==> config.mk <==
export PLATFORM = sky130hd
export DESIGN_NAME = sw_debounce
export DESIGN_NICKNAME = d
export VERILOG_FILES = /design/src/rtl/sw_pkg.sv /design/src/rtl/sw_debounce_chan.sv /design/src/rtl/sw_debounce.sv
export SDC_FILE = /design/constraint.sdc
export NUM_CORES = 1
export LEC_CHECK = 0
export ABC_CLOCK_PERIOD_IN_PS = 2170
export CAP_MARGIN = 20
export CORE_MARGIN = 2
export CORE_UTILIZATION = 50
export DETAILED_ROUTE_END_ITERATION = 6
export PLACE_DENSITY = 0.75
export SYNTH_ARGS = -nofsm -noshare
export SYNTH_HDL_FRONTEND = slang
export SYNTH_SLANG_ARGS = --single-unit
==> constraint.sdc <==
create_clock -name clk -period 2.17 [get_ports clk]
set_input_delay 0.434 -clock clk [delete_from_list [all_inputs] [get_ports clk]]
set_output_delay 0.434 -clock clk [all_outputs]
set_load 0.05 [all_outputs]
Cell classes on the final placement:
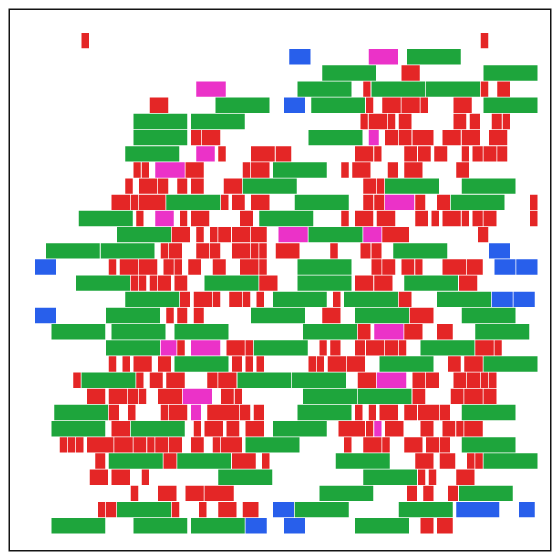
color	class	cells
blue	other buffers and delay cells	14
red	all other logic	262
green	flops	80
magenta	clock drivers and dummy loads	16
Post-Route Utilization: 0.560
Seq area share: 0.491
Core Area: 7290 sq um
summed area of non-filler cells in the final layout: 4080 sq um

Register map, names as in the netlist:
Scale bar: 20 microns. Other sequential cells in the stronger gray, the rest of the logic in the fainter gray.
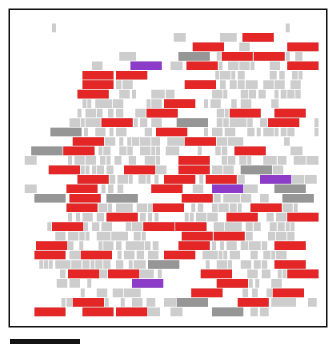
color	name in the netlist	flops
purple	g_chan.u_chan.level_o	4
red	g_chan.u_chan.cnt_q	64
sequential power: 1.54 mW
combined flip-flop and latch cell area: 2000 sq um

Cell sizes after repair:
Scale bar: 20 microns.
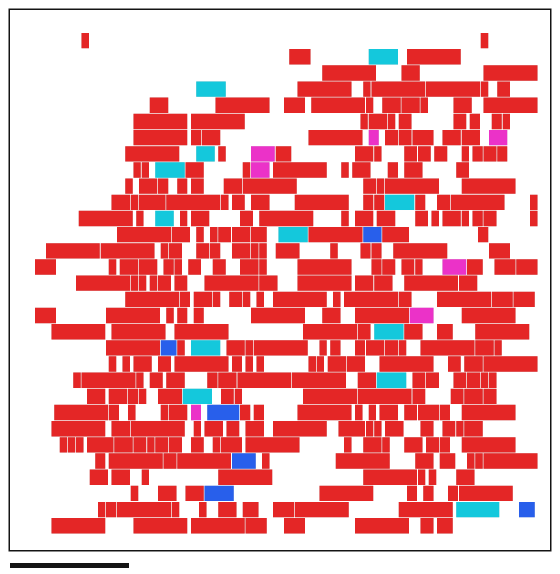
color	size	cells	share
red	drive 1 or less	347	93%
blue	drive 3 to 4	6	1.6%
cyan	drive 6 and up	12	3.2%
magenta	drive 2	7	1.9%
number of non-clock buffers in the layout: 14
setup slack after layout: 0.138 ns
area overhead of the layout relative to synthesis: 8.23%

Clock wires, drivers and flops:
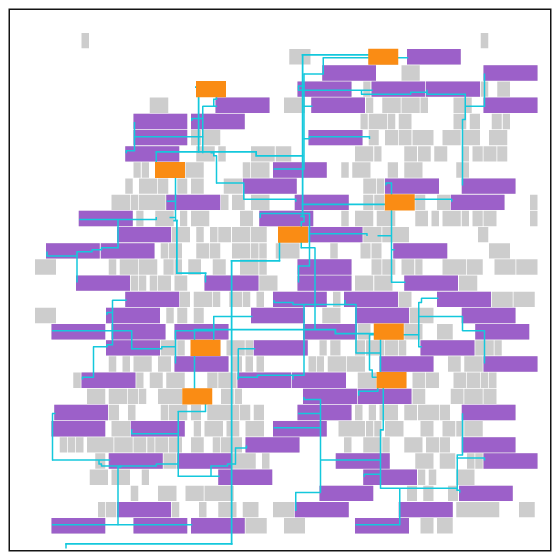
[purple] flip-flops | count: 80
[orange] cells driving clock nets | count: 9
[cyan] clock wires | length: 964 microns
routed clock nets	10
flops lie	all over the die
Layout Skew: 0.0119 ns
latest clock arrival within the worst-skew pair: 0.35 ns

The clock network:
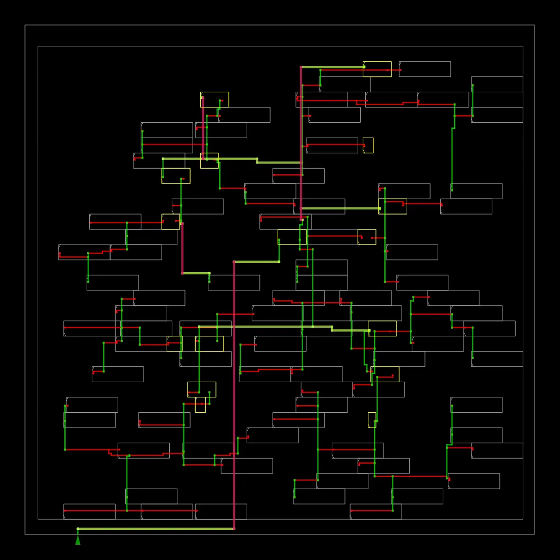
number of clock sinks: 80
Layout clock buffers: 10
total clock buffers created by CTS: 9
clock-net power: 0.974 mW
flop count: 80

==> notes.org <==
#+TITLE: Flow metrics

** Status
- The flow ran to the end, and the final reports show no timing, DRC or antenna violations.

** Synth
- Synth Cell Area :: 3770 sq um
- Post-synth EDFFs :: 0
- Of all cell types, the one taking the most synthesized area is dfrtp_1.
- Area figure in the yosys stat output :: around 3800 sq um
- The most common cell in the synthesized netlist is dfrtp_1.
- Flip-flop and latch count after synthesis :: roughly 80
- Yosys attributes the largest share of cell area to dfrtp_1 (53%), xnor2_1 (6.7%), xor2_1 (6.0%), nor2_1 (5.7%), nand4_1 (4.0%).
- Synthesis handed over a netlist of about 360 instances.
- Count of distinct cell types in the synthesized netlist :: 36
- Sequential element share of the synthesized area :: 0.531
- Per the Yosys statistics, synthesis produced 362 cells.
- For reference, the post-synthesis area per instance comes to 10.4 sq um.
- In the synthesized netlist the async set-or-reset flop fraction comes to 1.00.
- Yosys reports that the most numerous cell types are dfrtp_1 (80), nor2_1 (57), xnor2_1 (29).
- Counting the warning lines in the Yosys log gives 0.
- Most used flip-flop cell after synthesis :: dfrtp_1

** Power
- Net switching power :: 0.659 mW
- The share of total power dissipated in combinational logic is 0.043.
- Relative contribution of sequential cells to total power :: 0.587
- Maximum vdd drop :: between 0.2 and 0.25 mV
- Total power normalized to cell area comes to around 640 nW/um^2.
- Post-layout total power :: between 2 and 3 mW
- Switching power as a fraction of the total was reported as 0.251.
- Relative contribution of the clock network to total power :: 0.370

** Timing
- Setup repair after global routing missed its margin :: false
- Pins over their slew limit :: 0
- Summed over all failing endpoints, the final setup total negative slack is 0 ns.
- Hold violation count in the final report :: 0
- Tightest slew margin relative to the limit :: 0.662
- Of the available clock period, the critical path in the final layout requires 0.937.
- At the pin with the least slew margin, the transition time is a little over 0.5 ns.

** Critical path
- Cell-by-cell trace of the critical path :: clkdlybuf4s50_1
- Cell family contributing the most delay on the critical path :: buffers and inverters
- Per the post-run analysis, buffers plus inverters along the critical path come to 1.
- The critical path maximum fanout is 4.
- Startpoint-to-endpoint class of the critical path :: flip-flop to output pin
- Launching element type of the critical path :: flip-flop
- Worst path arrival time :: ~1.6 ns
- In this run the number of cells on the critical path is 1.
- The setup check on the worst reg-to-reg path leaves a slack of roughly 0.26 ns.
- Crit-path max cell delay :: between 0.8 and 0.9 ns
- Crit path required time :: about 1.7 ns
- CP Capture Type :: output pin
- Library cell contributing the largest single delay on the critical path :: clkdlybuf4s50_1

** Detailed routing
- Number of design rule violations left after detail routing :: 0
- Post-Route WL :: 6.43 mm
- Per the post-route antenna check, the number of violating nets is 0.
- For this run, the detailed router's first-pass iteration total came to 6.
- Total vias in the final route :: 2547

** Run
- The number of warnings reported in the stage logs is 26.
- The number of maximum-capacitance violations recorded for the run is 0.

** Global routing
- The via count of the first global-routing pass came to 2486.
- Wire length of the first global-routing pass :: ~11 mm
- Global routing usage summed across all routing layers :: 0.169
- After global routing the overflow that remains totals 0.

** Clock tree
- The cell sitting at the root of the clock tree is a clkbuf_8.
- TritonCTS built the clock tree.
- The number of gates resized after CTS was 0.
- Hold buffers post-CTS :: 0

** Layout
- Number of nets in the finished design :: roughly 380
- The register with the most flip-flops in the layout has between 60 and 70 of them.
- Counting the fill cells in the layout gives ~650.
- The repair_antennas step left the layout with diodes totalling 0.

** Placed design
- Once placement finished, the instance area stood at 3910 sq um.
- Post-detailed-placement half-perimeter wirelength :: 4.39 mm

** Floorplanning
- Num ports :: 18
- Std-Cell Rows :: 31
- According to the floorplan report, the die width is 90.8 microns.
- Vertical die size :: between 90 and 100 microns
per-layer routing:
layer	track usage	wire, microns	part of all wire
met1	0.221	3120	0.48
met2	0.265	3000	0.47
met3	0.0426	186	0.029
met4	0.0783	125	0.019
met5	0	0	0
cells in the final DEF (no fill, tap or decap), drive strengths merged, types with 2 or more instances in the layout:
master,count
a21oi,5
and2,4
and3,11
and4,7
buf,2
clkbuf,10
clkdlybuf4s50,12
clkinv,3
conb,4
dfrtp,80
ha,4
inv,9
mux2,4
nand2,18
nand2b,2
nand3,19
nand4,24
nor2,57
nor3,9
nor3b,4
nor4,9
nor4b,2
nor4bb,2
o21ai,3
or3,4
or4,3
xnor2,29
xor2,26
power by group through the flow:
stage	registers [mW]	logic, mW	clock network (mW)
3_5_place_dp	1.57	0.115	0
3_3_place_gp	1.57	0.113	0
4_1_cts	1.54	0.117	1.00
6_report	1.54	0.113	0.974
2_1_floorplan	1.56	0.0731	0
5_1_grt	1.55	0.130	1.08
layout make-up:
| cell class | count | area (sq um) | area share |
|---|---|---|---|
| tap | 99 | 124 | 0.0304 |
| sequential | 80 | 2000 | 0.491 |
| inverter | 7 | 26.3 | 0.00644 |
| multi-input combinational | 255 | 1610 | 0.394 |
| clock inverter | 6 | 43.8 | 0.0107 |
| timing repair buffer | 14 | 148 | 0.0362 |
| clock buffer | 10 | 128 | 0.0313 |
per-stage QoR:
stage,setup WS [ns],hold WS [ns],util,std cells
floorplan,0.305,0.138,-,365
global placement,0.280,0.334,0.536,455
detailed placement,0.265,0.340,0.536,455
CTS,0.121,0.0442,0.560,471
global route,0.0705,0.0595,0.560,471
finish,0.138,0.0292,0.560,471
logic make-up after synthesis:
| group | synth area share |
|---|---|
| fa+ha+maj | 0.0133 |
| flops | 0.531 |
| compound gates | 0.0149 |
| other cells | 0.000995 |
| buf+inv | 0.0451 |
| mux | 0.0129 |
| xor+xnor | 0.128 |
| simple gates | 0.254 |
Power and IR drop assume default switching activity.
